<file path="config.mk">
export PLATFORM = sky130hd
export DESIGN_NAME = seu_event_counter_multi
export DESIGN_NICKNAME = d
export VERILOG_FILES = /design/src/rtl/seu_cnt_pkg.sv /design/src/rtl/seu_cnt_channel.sv /design/src/rtl/seu_event_counter_multi.sv
export SDC_FILE = /design/constraint.sdc
export NUM_CORES = 1
export LEC_CHECK = 0
export CAP_MARGIN = 10
export CORE_ASPECT_RATIO = 1.4
export CORE_MARGIN = 5
export CORE_UTILIZATION = 55
export DETAILED_ROUTE_END_ITERATION = 6
export HOLD_SLACK_MARGIN = 0.05
export PLACE_DENSITY = 0.73
export SYNTH_ARGS = -nofsm -noshare
export SYNTH_HDL_FRONTEND = slang
export SYNTH_HIERARCHICAL = 1
export SYNTH_SLANG_ARGS = --single-unit
</file>
<file path="constraint.sdc">
create_clock -name clk -period 2.2 [get_ports clk]
set_input_delay 0.22 -clock clk [delete_from_list [all_inputs] [get_ports clk]]
set_output_delay 0.22 -clock clk [all_outputs]
set_load 0.02 [all_outputs]
</file>
<file path="src/rtl/seu_cnt_pkg.sv">
// Shared definitions for the multi-channel SEU event counter: channel FSM encoding
// and small helpers for select-width sizing and 2-of-3 voting.
package seu_cnt_pkg;

  localparam logic [1:0] ST_IDLE   = 2'b00;
  localparam logic [1:0] ST_ACTIVE = 2'b01;
  localparam logic [1:0] ST_HOLD   = 2'b10;

  function automatic int clog2_min1(input int n);
    return (n > 2) ? $clog2(n) : 1;
  endfunction

  // Callers zero-extend narrower fields to 32 bits and truncate the result.
  function automatic logic [31:0] vote3(input logic [31:0] a,
                                        input logic [31:0] b,
                                        input logic [31:0] c);
    return (a & b) | (a & c) | (b & c);
  endfunction

endpackage

</file>
<file path="src/rtl/seu_cnt_channel.sv">
// One SEU channel: event FSM with holdoff, saturating/wrapping counter and sticky overflow.
// SEU_CNT_TMR_EN triplicates counter, overflow and FSM state with voted feedback.
module seu_cnt_channel
  import seu_cnt_pkg::*;
#(
  parameter int CNT_W    = 16,
  parameter int HOLD_W   = 4,
  parameter int SAT_MODE = 1
) (
  input  logic              clk,
  input  logic              res,
  input  logic              err,
  input  logic [HOLD_W-1:0] holdoff,
  input  logic              clr,
  output logic [CNT_W-1:0]  cnt,
  output logic              ovf
`ifdef SEU_CNT_TMR_EN
  ,
  output logic              tmr_err
`endif
);

  logic [1:0]        state_c, state_d;
  logic [CNT_W-1:0]  cnt_c, cnt_d;
  logic              ovf_c, ovf_d;
  logic [HOLD_W-1:0] hcnt_q, hcnt_d;
  logic              inc_s;

  // Event FSM: only the IDLE->ACTIVE transition produces a count.
  always_comb begin
    state_d = state_c;
    hcnt_d  = hcnt_q;
    inc_s   = 1'b0;
    case (state_c)
      ST_IDLE: begin
        if (err) begin
          inc_s   = 1'b1;
          state_d = ST_ACTIVE;
        end else begin
          state_d = ST_IDLE;
        end
      end
      ST_ACTIVE: begin
        if (err) begin
          state_d = ST_ACTIVE;
        end else if (holdoff == {HOLD_W{1'b0}}) begin
          state_d = ST_IDLE;
        end else begin
          hcnt_d  = holdoff;
          state_d = ST_HOLD;
        end
      end
      ST_HOLD: begin
        if (err) begin
          state_d = ST_ACTIVE;
        end else if (hcnt_q <= HOLD_W'(1)) begin
          state_d = ST_IDLE;
        end else begin
          hcnt_d = hcnt_q - HOLD_W'(1);
        end
      end
      default: begin
        state_d = ST_IDLE;
        hcnt_d  = {HOLD_W{1'b0}};
      end
    endcase
  end

  // Counter update; clear beats a simultaneous increment.
  always_comb begin
    cnt_d = cnt_c;
    ovf_d = ovf_c;
    if (clr) begin
      cnt_d = {CNT_W{1'b0}};
      ovf_d = 1'b0;
    end else if (inc_s) begin
      if (cnt_c == {CNT_W{1'b1}}) begin
        ovf_d = 1'b1;
        cnt_d = (SAT_MODE != 0) ? cnt_c : {CNT_W{1'b0}};
      end else begin
        cnt_d = cnt_c + CNT_W'(1);
      end
    end else begin
      cnt_d = cnt_c;
    end
  end

  // Holdoff counter is not part of the protected state.
  always_ff @(posedge clk or posedge res) begin
    if (res) hcnt_q <= {HOLD_W{1'b0}};
    else     hcnt_q <= hcnt_d;
  end

`ifdef SEU_CNT_TMR_EN
  logic [1:0]       state_q [3];
  logic [CNT_W-1:0] cnt_q   [3];
  logic             ovf_q   [3];
  logic             tmr_err_q;
  logic             mismatch_s;

  assign state_c = 2'(vote3(32'(state_q[0]), 32'(state_q[1]), 32'(state_q[2])));
  assign cnt_c   = CNT_W'(vote3(32'(cnt_q[0]), 32'(cnt_q[1]), 32'(cnt_q[2])));
  assign ovf_c   = 1'(vote3(32'(ovf_q[0]), 32'(ovf_q[1]), 32'(ovf_q[2])));

  assign mismatch_s = (state_q[0] != state_q[1]) | (state_q[0] != state_q[2]) |
                      (cnt_q[0]   != cnt_q[1])   | (cnt_q[0]   != cnt_q[2])   |
                      (ovf_q[0]   != ovf_q[1])   | (ovf_q[0]   != ovf_q[2]);

  // All three copies reload from the voted next state, scrubbing a single upset.
  always_ff @(posedge clk or posedge res) begin
    if (res) begin
      for (int k = 0; k < 3; k++) begin
        state_q[k] <= ST_IDLE;
        cnt_q[k]   <= {CNT_W{1'b0}};
        ovf_q[k]   <= 1'b0;
      end
      tmr_err_q <= 1'b0;
    end else begin
      for (int k = 0; k < 3; k++) begin
        state_q[k] <= state_d;
        cnt_q[k]   <= cnt_d;
        ovf_q[k]   <= ovf_d;
      end
      tmr_err_q <= mismatch_s;
    end
  end

  assign tmr_err = tmr_err_q;
`else
  logic [1:0]       state_q;
  logic [CNT_W-1:0] cnt_q;
  logic             ovf_q;

  assign state_c = state_q;
  assign cnt_c   = cnt_q;
  assign ovf_c   = ovf_q;

  // Single-copy channel state.
  always_ff @(posedge clk or posedge res) begin
    if (res) begin
      state_q <= ST_IDLE;
      cnt_q   <= {CNT_W{1'b0}};
      ovf_q   <= 1'b0;
    end else begin
      state_q <= state_d;
      cnt_q   <= cnt_d;
      ovf_q   <= ovf_d;
    end
  end
`endif

  assign cnt = cnt_c;
  assign ovf = ovf_c;

endmodule

</file>
<file path="src/rtl/seu_event_counter_multi.sv">
// N_CH-channel SEU event counter with snapshot/clear readout and registered any_err.
// SEU_CNT_TMR_EN adds triplicated channel state and the tmr_err output.
module seu_event_counter_multi
  import seu_cnt_pkg::*;
#(
  parameter int N_CH     = 4,
  parameter int CNT_W    = 16,
  parameter int HOLD_W   = 4,
  parameter int SAT_MODE = 1
) (
  input  logic                         clk,
  input  logic                         res,
  input  logic [N_CH-1:0]              err,
  input  logic [HOLD_W-1:0]            holdoff,
  input  logic [N_CH-1:0]              clear,
  input  logic                         rd_req,
  input  logic [clog2_min1(N_CH)-1:0]  rd_sel,
  input  logic                         rd_clr,
  output logic                         rd_ack,
  output logic [CNT_W-1:0]             rd_data,
  output logic                         rd_ovf,
  output logic [N_CH-1:0]              ovf,
  output logic                         any_err
`ifdef SEU_CNT_TMR_EN
  ,
  output logic [N_CH-1:0]              tmr_err
`endif
);

  localparam int SEL_W = clog2_min1(N_CH);

  logic [CNT_W-1:0] cnt_s [N_CH];
  logic [N_CH-1:0]  clr_s;
  logic [CNT_W-1:0] sel_cnt_s;
  logic             sel_ovf_s;
  logic             rd_ack_q;
  logic [CNT_W-1:0] rd_data_q;
  logic             rd_ovf_q;
  logic             any_err_q;

  for (genvar g = 0; g < N_CH; g++) begin : g_ch
    // A read-clear hits the selected channel on the same edge as the snapshot.
    assign clr_s[g] = clear[g] | (rd_req & rd_clr & (rd_sel == SEL_W'(g)));

    seu_cnt_channel #(
      .CNT_W    (CNT_W),
      .HOLD_W   (HOLD_W),
      .SAT_MODE (SAT_MODE)
    ) u_ch (
      .clk     (clk),
      .res     (res),
      .err     (err[g]),
      .holdoff (holdoff),
      .clr     (clr_s[g]),
      .cnt     (cnt_s[g]),
      .ovf     (ovf[g])
`ifdef SEU_CNT_TMR_EN
      ,
      .tmr_err (tmr_err[g])
`endif
    );
  end

  // One-hot AND-OR mux; an out-of-range select yields zero.
  always_comb begin
    sel_cnt_s = {CNT_W{1'b0}};
    sel_ovf_s = 1'b0;
    for (int i = 0; i < N_CH; i++) begin
      sel_cnt_s = sel_cnt_s | (cnt_s[i] & {CNT_W{rd_sel == SEL_W'(i)}});
      sel_ovf_s = sel_ovf_s | (ovf[i] & (rd_sel == SEL_W'(i)));
    end
  end

  // Snapshot registers hold between requests; any_err is a plain 1-cycle delay.
  always_ff @(posedge clk or posedge res) begin
    if (res) begin
      rd_ack_q  <= 1'b0;
      rd_data_q <= {CNT_W{1'b0}};
      rd_ovf_q  <= 1'b0;
      any_err_q <= 1'b0;
    end else begin
      rd_ack_q  <= rd_req;
      if (rd_req) begin
        rd_data_q <= sel_cnt_s;
        rd_ovf_q  <= sel_ovf_s;
      end
      any_err_q <= |err;
    end
  end

  assign rd_ack  = rd_ack_q;
  assign rd_data = rd_data_q;
  assign rd_ovf  = rd_ovf_q;
  assign any_err = any_err_q;

endmodule

</file>
### Gate-type map

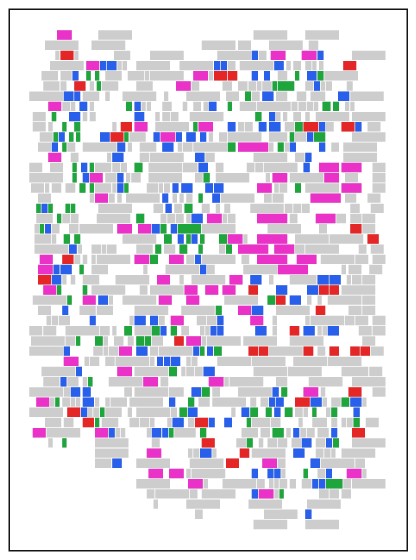
Blue stands for aoi and oai cells, cells 134, where spread over the die. Green stands for nand cells, cells 99. Red stands for non-inverting ao/oa cells, cells 35, where spread over the die. Magenta stands for mux cells, cells 66, where spread over the die.

### Signal wires by layer

Two of the layers only.
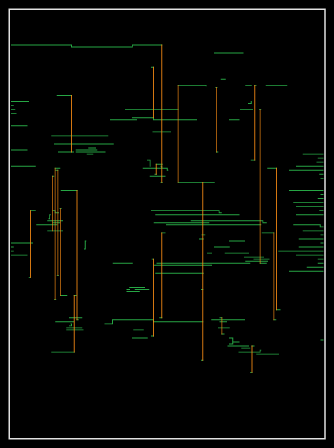
Orange stands for metal 4, wire length 634 um. Green stands for metal 3, wire length 880 um.

## layout by cell type (no fill, tap or decap), drive strengths merged, types with 4 or more instances in the layout
cell	synthesis	final
and4	9	9
or3	7	7
nor3	31	31
nand3	27	27
nand4	16	16
or2	10	10
nand2	49	49
mux4	7	7
a211oi	5	5
buf	18	37
clkbuf	14	12
nor4	15	15
a221oi	14	14
a32o	4	4
inv	49	49
ha	28	28
o22a	4	4
a2111oi	4	4
nand2b	5	5
mux2i	24	24
nor2	71	71
mux2	35	35
dfrtp	111	111
o31ai	9	9
a31oi	10	10
nor2b	33	33
xnor2	4	4
o211ai	5	5
o22ai	4	4
a311oi	5	5
or4	10	10
o21a	12	12
a21oi	43	43
clkdlybuf4s50	0	40
o21ai	30	30
==> out/summary.log <==
INFO  drt            drc=0
INFO  power_and_ir_drop seqPwrFrac=0.455
INFO  grt            grt_util_all_layers=0.252
INFO  synth          post_synth_main_area_contributors=sky130_fd_sc_hd__dfrtp_1, sky130_fd_sc_hd__ha_1, sky130_fd_sc_hd__mux2_2, sky130_fd_sc_hd__nor2_1, sky130_fd_sc_hd__mux2i_1
INFO  drt            detailroute.via_count=6,173
INFO  grt            globalRouteOverflowTotal=0
INFO  final_layout   layoutNonFillerInstCount=964
INFO  drt            dr_wl_met2=9760um
INFO  floorplan      fp.dieH=144um
INFO  worst_setup_path max_stage_delay=0.40ns
INFO  worst_setup_path worst_setup_path_end_kind=register
INFO  timing         tns=0ns
INFO  timing         final.hold.worst_slack=0.365ns
INFO  final_layout   clock_tree_area_fraction=0.0356
INFO  clock_tree     cts.root.buffer_cell=sky130_fd_sc_hd__clkbuf_16
INFO  clock_tree     cts.hold.buffers_added=0
INFO  floorplan      core.rowCount=49
INFO  timing         final_hold_viol_count=0
INFO  timing         setup_repair_after_global_routing_missed_its_margin=false
INFO  synth          yosys_warnings=6
INFO  grt            first_global_vias=6,193
INFO  final_layout   sequential_cell_area=2780squm
INFO  drt            drc_violation_total_after_the_first_tritonroute_iteration=404
INFO  final_layout   area.share.combinational=0.486
INFO  final_layout   layout.nonclk_buf_frac=0.0873
INFO  synth          synth_compound_gate_area_share=0.163
INFO  synth          synthMuxAreaShare=0.115
INFO  synth          floorplan.nets=796
INFO  final_layout   n_all_buffers=77
INFO  final_layout   non_clock_inverters=49
INFO  clock_tree     cts_tree=built
INFO  power_and_ir_drop power.density=619nW/um^2
INFO  clock_tree     clock-sinks=111
INFO  synth          yosys-stat-area=7060squm
INFO  drt            firstDrtPassIters=5
INFO  synth          yosysMostFrequentCell=sky130_fd_sc_hd__dfrtp_1
INFO  synth          enable_flop_cells=0
INFO  worst_setup_path r2r_slack=0.12ns
INFO  worst_setup_path worstReg2RegStart=g_ch[0].u_ch/state_c[0]
INFO  floorplan      well_tap_count=153
INFO  final_layout   finish.utilization=0.635
INFO  synth          synth_stat.cells=750
INFO  power_and_ir_drop power.share.switching=0.299
INFO  placed_design  dpl.hpwl=14,200um
INFO  final_layout   num_antenna_cells=0
INFO  run            max_cap_viol_count=0
INFO  synth          ys_seq_share=0.394
INFO  final_layout   design.final.nets=852
INFO  final_layout   layout.cell_area.non_filler=8050squm
INFO  worst_setup_path critPathMaxFanout=10
INFO  final_layout   fillCellCount=1,054
INFO  worst_setup_path crit_end=g_ch[0].u_ch/cnt[13]
INFO  status         outcome=completed
INFO  timing         worst_slack=0.115ns
INFO  drt            m1WireLength=7350um
INFO  clock_tree     max-clock-path-buffers=2
INFO  worst_setup_path r2r_end=g_ch[0].u_ch/cnt[13]
INFO  timing         fin_skew=0.00638ns
INFO  worst_setup_path worstPathRequired=2.44ns
INFO  grt            gr-usage-met2=0.458
INFO  floorplan      floorplan.core_util=0.556
INFO  final_layout   design.seq.count=111
INFO  power_and_ir_drop static-leakage-power=0.00342uW
Power figures rest on the tool's default switching activity, not on a simulated workload.
